Figure 1. Routing congestion.
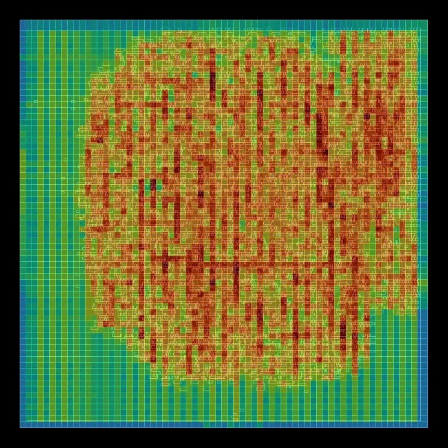
Figure 2. Port wiring.
The bar under the picture is 100 µm long.
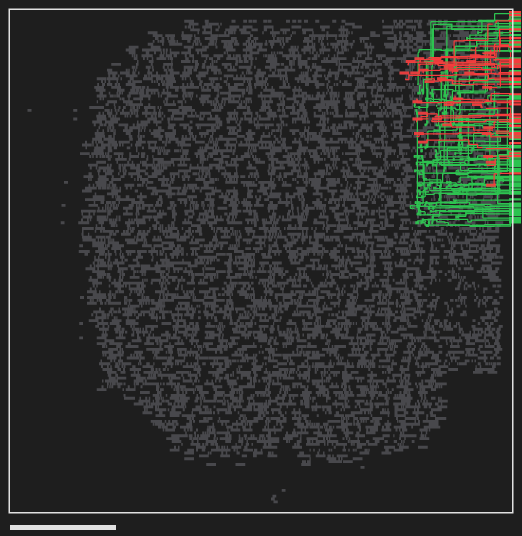
Figure 3. Sequential cells colored by netlist name.
The bar under the picture is 100 µm long. Other sequential cells in the stronger gray, the rest of the logic in the fainter gray.
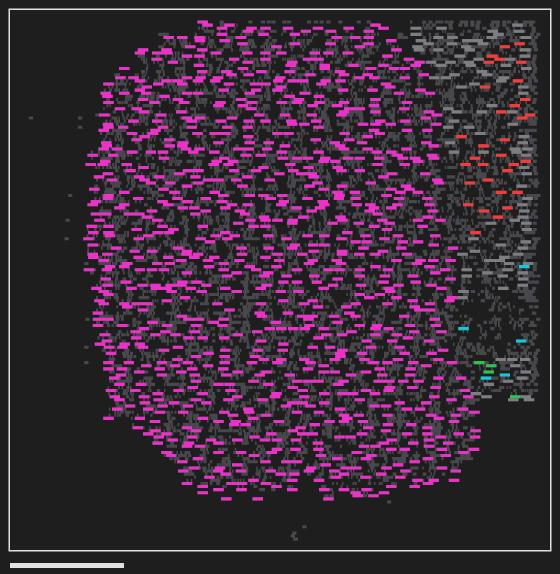
Figure 4. Zoomed window.
The bar under the picture is 10 µm long. Region (106, 106) to (131, 131) µm. Cells in gray, sequential cells in the stronger gray; small squares are vias.
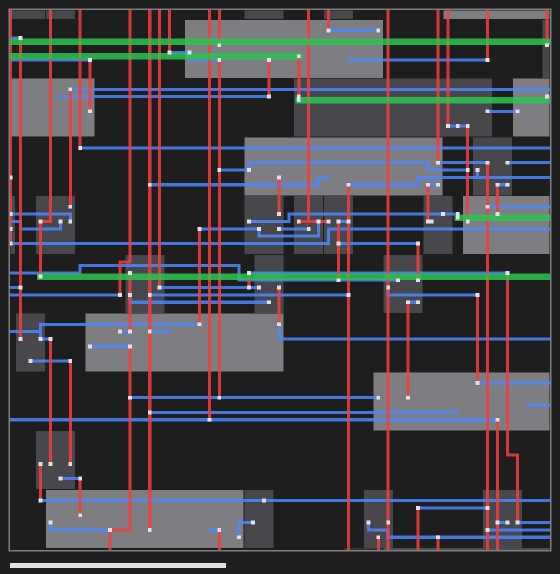
`src/rtl/noname_pkg.sv`:
```
// noname_pkg: opcodes, instruction classes, operand selects and decode helpers for stage_id_pipe
package noname_pkg;

    localparam logic [6:0] OPC_OP        = 7'b0110011;
    localparam logic [6:0] OPC_OP_IMM    = 7'b0010011;
    localparam logic [6:0] OPC_OP_32     = 7'b0111011;
    localparam logic [6:0] OPC_OP_IMM_32 = 7'b0011011;
    localparam logic [6:0] OPC_LUI       = 7'b0110111;
    localparam logic [6:0] OPC_AUIPC     = 7'b0010111;
    localparam logic [6:0] OPC_JAL       = 7'b1101111;
    localparam logic [6:0] OPC_JALR      = 7'b1100111;
    localparam logic [6:0] OPC_BRANCH    = 7'b1100011;
    localparam logic [6:0] OPC_LOAD      = 7'b0000011;
    localparam logic [6:0] OPC_STORE     = 7'b0100011;
    localparam logic [6:0] OPC_MISC_MEM  = 7'b0001111;
    localparam logic [6:0] OPC_SYSTEM    = 7'b1110011;

    typedef enum logic [3:0] {
        CLS_OP       = 4'd0,
        CLS_OP_IMM   = 4'd1,
        CLS_LUI      = 4'd2,
        CLS_AUIPC    = 4'd3,
        CLS_JAL      = 4'd4,
        CLS_JALR     = 4'd5,
        CLS_BRANCH   = 4'd6,
        CLS_LOAD     = 4'd7,
        CLS_STORE    = 4'd8,
        CLS_MISC_MEM = 4'd9,
        CLS_SYSTEM   = 4'd10,
        CLS_ILLEGAL  = 4'd15
    } op_class_e;

    typedef enum logic [1:0] {SEL_REG, SEL_IMM, SEL_PC, SEL_ZERO} opsel_e;

    // The word-sized RV64 ops share the OP/OP_IMM datapath and are illegal on RV32.
    function automatic op_class_e decode_class(input logic [31:0] inst, input logic rv64);
        case (inst[6:0])
            OPC_OP:        return CLS_OP;
            OPC_OP_IMM:    return CLS_OP_IMM;
            OPC_OP_32:     return rv64 ? CLS_OP : CLS_ILLEGAL;
            OPC_OP_IMM_32: return rv64 ? CLS_OP_IMM : CLS_ILLEGAL;
            OPC_LUI:       return CLS_LUI;
            OPC_AUIPC:     return CLS_AUIPC;
            OPC_JAL:       return CLS_JAL;
            OPC_JALR:      return CLS_JALR;
            OPC_BRANCH:    return CLS_BRANCH;
            OPC_LOAD:      return CLS_LOAD;
            OPC_STORE:     return CLS_STORE;
            OPC_MISC_MEM:  return CLS_MISC_MEM;
            OPC_SYSTEM:    return CLS_SYSTEM;
            default:       return CLS_ILLEGAL;
        endcase
    endfunction

    function automatic logic [31:0] gen_imm(input logic [31:0] i, input op_class_e cls);
        case (cls)
            CLS_OP_IMM, CLS_LOAD, CLS_JALR, CLS_SYSTEM: return {{20{i[31]}}, i[31:20]};
            CLS_STORE:            return {{20{i[31]}}, i[31:25], i[11:7]};
            CLS_BRANCH:           return {{19{i[31]}}, i[31], i[7], i[30:25], i[11:8], 1'b0};
            CLS_LUI, CLS_AUIPC:   return {i[31:12], 12'b0};
            CLS_JAL:              return {{11{i[31]}}, i[31], i[19:12], i[20], i[30:21], 1'b0};
            default:              return '0;
        endcase
    endfunction

    function automatic opsel_e sel_a(input op_class_e cls);
        case (cls)
            CLS_OP, CLS_BRANCH, CLS_OP_IMM, CLS_LOAD, CLS_STORE, CLS_JALR, CLS_SYSTEM: return SEL_REG;
            CLS_AUIPC, CLS_JAL: return SEL_PC;
            default:            return SEL_ZERO;
        endcase
    endfunction

    function automatic opsel_e sel_b(input op_class_e cls);
        case (cls)
            CLS_OP, CLS_BRANCH: return SEL_REG;
            CLS_OP_IMM, CLS_LOAD, CLS_STORE, CLS_JALR, CLS_LUI, CLS_AUIPC, CLS_JAL: return SEL_IMM;
            default:            return SEL_ZERO;
        endcase
    endfunction

endpackage

```
`src/rtl/id_fwd_select.sv`:
```
// id_fwd_select: resolves one source operand from forwarding sources (index 0 wins) or register file data
module id_fwd_select #(
    parameter int XLEN    = 32,
    parameter int NUM_FWD = 2
) (
    input  logic [4:0]              rs_i,
    input  logic [NUM_FWD-1:0]      fwd_valid_i,
    input  logic [5*NUM_FWD-1:0]    fwd_rd_i,
    input  logic [XLEN*NUM_FWD-1:0] fwd_dat_i,
    input  logic [XLEN-1:0]         rf_dat_i,
    output logic [XLEN-1:0]         dat_o
);

    // Walk from lowest priority up so the lowest matching index is written last.
    always_comb begin
        dat_o = rf_dat_i;
        for (int i = NUM_FWD - 1; i >= 0; i--)
            if (fwd_valid_i[i] && fwd_rd_i[5*i +: 5] == rs_i) dat_o = fwd_dat_i[XLEN*i +: XLEN];
        if (rs_i == 5'd0) dat_o = '0;
    end

endmodule

```
`src/rtl/stage_id_pipe.sv`:
```
// stage_id_pipe: RV32I/RV64I decode stage with register file, forwarding, load-use stall and ID/EX register.
// Define STAGE_ID_RF_BYPASS_EN to make a same-cycle write-back visible to register file reads.
module stage_id_pipe
    import noname_pkg::*;
#(
    parameter int XLEN    = 32,
    parameter int NUM_FWD = 2
) (
    input  logic                    clk_i,
    input  logic                    rst_i,
    input  logic                    valid_i,
    input  logic [31:0]             instruction_i,
    input  logic [XLEN-1:0]         pc_i,
    output logic                    ready_o,
    input  logic                    rf_we_i,
    input  logic [4:0]              rf_rd_i,
    input  logic [XLEN-1:0]         rf_wd_i,
    input  logic [NUM_FWD-1:0]      fwd_valid_i,
    input  logic [5*NUM_FWD-1:0]    fwd_rd_i,
    input  logic [XLEN*NUM_FWD-1:0] fwd_dat_i,
    input  logic                    ex_is_load_i,
    input  logic [4:0]              ex_rd_i,
    input  logic                    flush_i,
    output logic                    valid_o,
    input  logic                    ready_i,
    output logic [XLEN-1:0]         pc_o,
    output logic [4:0]              rs1_o,
    output logic [4:0]              rs2_o,
    output logic [4:0]              rd_o,
    output logic [2:0]              funct3_o,
    output logic [XLEN-1:0]         dat_a_o,
    output logic [XLEN-1:0]         dat_b_o,
    output logic [XLEN-1:0]         imm_o,
    output logic [3:0]              op_class_o,
    output logic                    e_illegal_inst_o
);

    op_class_e       cls;
    opsel_e          sa, sb;
    logic [4:0]      rs1, rs2;
    logic [XLEN-1:0] imm, rf_a, rf_b, fwd_a, fwd_b, opnd_a, opnd_b;
    logic            uses_rs2, stall, accept;
    logic [XLEN-1:0] rf_q [1:31];
    logic [XLEN-1:0] rf_d [1:31];

    logic            valid_q, valid_d, illegal_q, illegal_d;
    logic [XLEN-1:0] pc_q, pc_d, dat_a_q, dat_a_d, dat_b_q, dat_b_d, imm_q, imm_d;
    logic [4:0]      rs1_q, rs1_d, rs2_q, rs2_d, rd_q, rd_d;
    logic [2:0]      funct3_q, funct3_d;
    logic [3:0]      op_class_q, op_class_d;

    assign cls      = decode_class(instruction_i, XLEN == 64);
    assign sa       = sel_a(cls);
    assign sb       = sel_b(cls);
    assign rs1      = instruction_i[19:15];
    assign rs2      = instruction_i[24:20];
    assign imm      = XLEN'($signed(gen_imm(instruction_i, cls)));
    assign uses_rs2 = cls == CLS_OP || cls == CLS_BRANCH || cls == CLS_STORE;

    assign stall   = valid_i && ex_is_load_i && ex_rd_i != 5'd0 &&
                     ((sa == SEL_REG && ex_rd_i == rs1) || (uses_rs2 && ex_rd_i == rs2));
    assign ready_o = !stall && (!valid_q || ready_i);
    assign accept  = valid_i && ready_o;

    always_comb begin
        rf_d = rf_q;
        if (rf_we_i && rf_rd_i != 5'd0) rf_d[rf_rd_i] = rf_wd_i;
    end

    always_ff @(posedge clk_i or posedge rst_i) begin
        if (rst_i) rf_q <= '{default: '0};
        else       rf_q <= rf_d;
    end

`ifdef STAGE_ID_RF_BYPASS_EN
    assign rf_a = rs1 == 5'd0 ? '0 : (rf_we_i && rf_rd_i == rs1) ? rf_wd_i : rf_q[rs1];
    assign rf_b = rs2 == 5'd0 ? '0 : (rf_we_i && rf_rd_i == rs2) ? rf_wd_i : rf_q[rs2];
`else
    assign rf_a = rs1 == 5'd0 ? '0 : rf_q[rs1];
    assign rf_b = rs2 == 5'd0 ? '0 : rf_q[rs2];
`endif

    id_fwd_select #(.XLEN(XLEN), .NUM_FWD(NUM_FWD)) u_fwd_a (
        .rs_i(rs1), .fwd_valid_i(fwd_valid_i), .fwd_rd_i(fwd_rd_i),
        .fwd_dat_i(fwd_dat_i), .rf_dat_i(rf_a), .dat_o(fwd_a)
    );

    id_fwd_select #(.XLEN(XLEN), .NUM_FWD(NUM_FWD)) u_fwd_b (
        .rs_i(rs2), .fwd_valid_i(fwd_valid_i), .fwd_rd_i(fwd_rd_i),
        .fwd_dat_i(fwd_dat_i), .rf_dat_i(rf_b), .dat_o(fwd_b)
    );

    assign opnd_a = sa == SEL_REG ? fwd_a : sa == SEL_PC ? pc_i : '0;
    assign opnd_b = sb == SEL_REG ? fwd_b : sb == SEL_IMM ? imm : '0;

    // Payload only reloads on accept; a bubble or flush just drops valid.
    always_comb begin
        valid_d    = valid_q;
        pc_d       = pc_q;
        rs1_d      = rs1_q;
        rs2_d      = rs2_q;
        rd_d       = rd_q;
        funct3_d   = funct3_q;
        dat_a_d    = dat_a_q;
        dat_b_d    = dat_b_q;
        imm_d      = imm_q;
        op_class_d = op_class_q;
        illegal_d  = illegal_q;
        if (flush_i) begin
            valid_d = 1'b0;
        end else if (!valid_q || ready_i) begin
            valid_d = accept;
            if (accept) begin
                pc_d       = pc_i;
                rs1_d      = rs1;
                rs2_d      = rs2;
                rd_d       = instruction_i[11:7];
                funct3_d   = instruction_i[14:12];
                dat_a_d    = opnd_a;
                dat_b_d    = opnd_b;
                imm_d      = imm;
                op_class_d = cls;
                illegal_d  = cls == CLS_ILLEGAL;
            end
        end
    end

    always_ff @(posedge clk_i or posedge rst_i) begin
        if (rst_i) begin
            valid_q    <= 1'b0;
            pc_q       <= '0;
            rs1_q      <= '0;
            rs2_q      <= '0;
            rd_q       <= '0;
            funct3_q   <= '0;
            dat_a_q    <= '0;
            dat_b_q    <= '0;
            imm_q      <= '0;
            op_class_q <= '0;
            illegal_q  <= 1'b0;
        end else begin
            valid_q    <= valid_d;
            pc_q       <= pc_d;
            rs1_q      <= rs1_d;
            rs2_q      <= rs2_d;
            rd_q       <= rd_d;
            funct3_q   <= funct3_d;
            dat_a_q    <= dat_a_d;
            dat_b_q    <= dat_b_d;
            imm_q      <= imm_d;
            op_class_q <= op_class_d;
            illegal_q  <= illegal_d;
        end
    end

    assign valid_o          = valid_q;
    assign pc_o             = pc_q;
    assign rs1_o            = rs1_q;
    assign rs2_o            = rs2_q;
    assign rd_o             = rd_q;
    assign funct3_o         = funct3_q;
    assign dat_a_o          = dat_a_q;
    assign dat_b_o          = dat_b_q;
    assign imm_o            = imm_q;
    assign op_class_o       = op_class_q;
    assign e_illegal_inst_o = illegal_q;

endmodule
```
`config.mk`:
```
export PLATFORM = sky130hd
export DESIGN_NAME = stage_id_pipe
export DESIGN_NICKNAME = d
export VERILOG_FILES = /design/src/rtl/noname_pkg.sv /design/src/rtl/id_fwd_select.sv /design/src/rtl/stage_id_pipe.sv
export SDC_FILE = /design/constraint.sdc
export NUM_CORES = 2
export LEC_CHECK = 0
export ABC_AREA = 1
export CORE_MARGIN = 8
export CORE_UTILIZATION = 30
export CTS_CLUSTER_SIZE = 16
export DETAILED_ROUTE_END_ITERATION = 10
export PLACE_DENSITY = 0.51
export SYNTH_ARGS = -nofsm -noshare
export SYNTH_HDL_FRONTEND = slang
export SYNTH_SLANG_ARGS = --single-unit
```
`constraint.sdc`:
```
create_clock -name clk_i -period 100.6 [get_ports clk_i]
set_clock_uncertainty 0.1 [all_clocks]
set_input_delay 30.18 -clock clk_i [delete_from_list [all_inputs] [get_ports clk_i]]
set_output_delay 30.18 -clock clk_i [all_outputs]
set_load 0.05 [all_outputs]
```
==> impl_table.tex <==
% Synthesis and place-and-route results
\begin{tabular}{lr}
\hline
Metric & Value \\
\hline
\multicolumn{2}{l}{\textbf{Synth}} \\
Net count of the mapped netlist & 9,214 \\
Leading cell types by count after synthesis & sky130\_fd\_sc\_hd\_\_nand2\_1, sky130\_fd\_sc\_hd\_\_o21ai\_0, sky130\_fd\_sc\_hd\_\_dfrtp\_1 \\
\multicolumn{2}{l}{\textbf{Clock network}} \\
Number of buffers added by the clock tree synthesis step & 141 \\
\multicolumn{2}{l}{\textbf{Min path}} \\
Cell count of the worst hold path & 2 \\
\multicolumn{2}{l}{\textbf{Status}} \\
Result of the run & complete, no violations \\
\multicolumn{2}{l}{\textbf{Placed design}} \\
Standard cell area after detailed placement & 68,300 µm² \\
\multicolumn{2}{l}{\textbf{Worst setup path}} \\
Endpoint kind of the worst setup timing path & output port \\
Worst path max stage delay & 0.94 ns \\
Worst flop-to-flop path startpoint & valid\_o \\
Arrival time worst endpoint & 34.06 ns \\
Total stage count of the critical path & 11 \\
RR Endpoint & dat\_a\_o[20] \\
Critical path, cell by cell & clkdlybuf4s50\_1 > nand2\_1 > nor2\_1 > nand3\_1 > nand2\_1 > inv\_2 > nand3\_1 > nand2\_1 > a21oi\_4 > buf\_4 > clkdlybuf4s50\_1 \\
Reg2reg setup slack & 97.54 ns \\
\multicolumn{2}{l}{\textbf{Cells and area}} \\
Commonest cells after routing, fill and taps aside & sky130\_fd\_sc\_hd\_\_nand2\_1, sky130\_fd\_sc\_hd\_\_o21ai\_0, sky130\_fd\_sc\_hd\_\_dfrtp\_1, sky130\_fd\_sc\_hd\_\_nand3\_1, sky130\_fd\_sc\_hd\_\_a21oi\_1 \\
Area fraction of clock buffers and clock inverters & 0.0641 \\
Largest class & logic gates \\
Number of combinational gates with multiple inputs & 6,642 \\
\multicolumn{2}{l}{\textbf{Detailed routing}} \\
Met2 layer wire length in the routed design & 133,000 µm \\
Number of vias per cell & 5.49 \\
\multicolumn{2}{l}{\textbf{Die}} \\
Floorplan row count & 168 \\
Vertical die dimension & 474 µm \\
\multicolumn{2}{l}{\textbf{STA}} \\
Minimum clock period & 64.34 ns \\
\hline
\end{tabular}
About Figure 1:
aggregate global-route resource usage: 0.260
global-route track usage on met3: 0.0607

About Figure 2:
color	port	direction	end cells	buffers	wire
green	fwd_dat_i	input	119	64	6,970 µm
red	dat_a_o	output	32	32	2,180 µm

About Figure 3:
color	netlist name	placed flops
magenta	rf_q	992
green	op_class_o	4
red	dat_b_o	32
cyan	rs1_o	5

About Figure 4:
color	layer
green	met3
blue	met1
red	met2
cells with their middle in the window	20
sequential cells in the window	5
netlist names of flops here include	rf_q (5)
most frequent	dfrtp_1 (5), o21ai_0 (4), nand2_1 (4)

==> metrics by stage <==
step | power [mW] | instances | hold WS (ns) | setup WS [ns]
5_1_grt | 1.48 | 11800 | 0.382 | 36.00
3_3_place_gp | 0.879 | 11600 | 0.353 | 36.14
2_1_floorplan | 0.783 | 9025 | 0.353 | 38.10
4_1_cts | 1.41 | 11800 | 0.372 | 36.20
6_report | 1.41 | 11800 | 0.368 | 36.26
3_5_place_dp | 0.887 | 11600 | 0.358 | 36.20
==> power breakdown <==
group	switching (mW)	total [mW]	leakage [nW]	internal, mW
Clock	0.219	0.525	2.32	0.306
Combinational	0.195	0.287	16.7	0.0916
Sequential	0.0552	0.598	14.7	0.543
Total	0.469	1.41	33.7	0.941
Power and IR drop assume default switching activity.
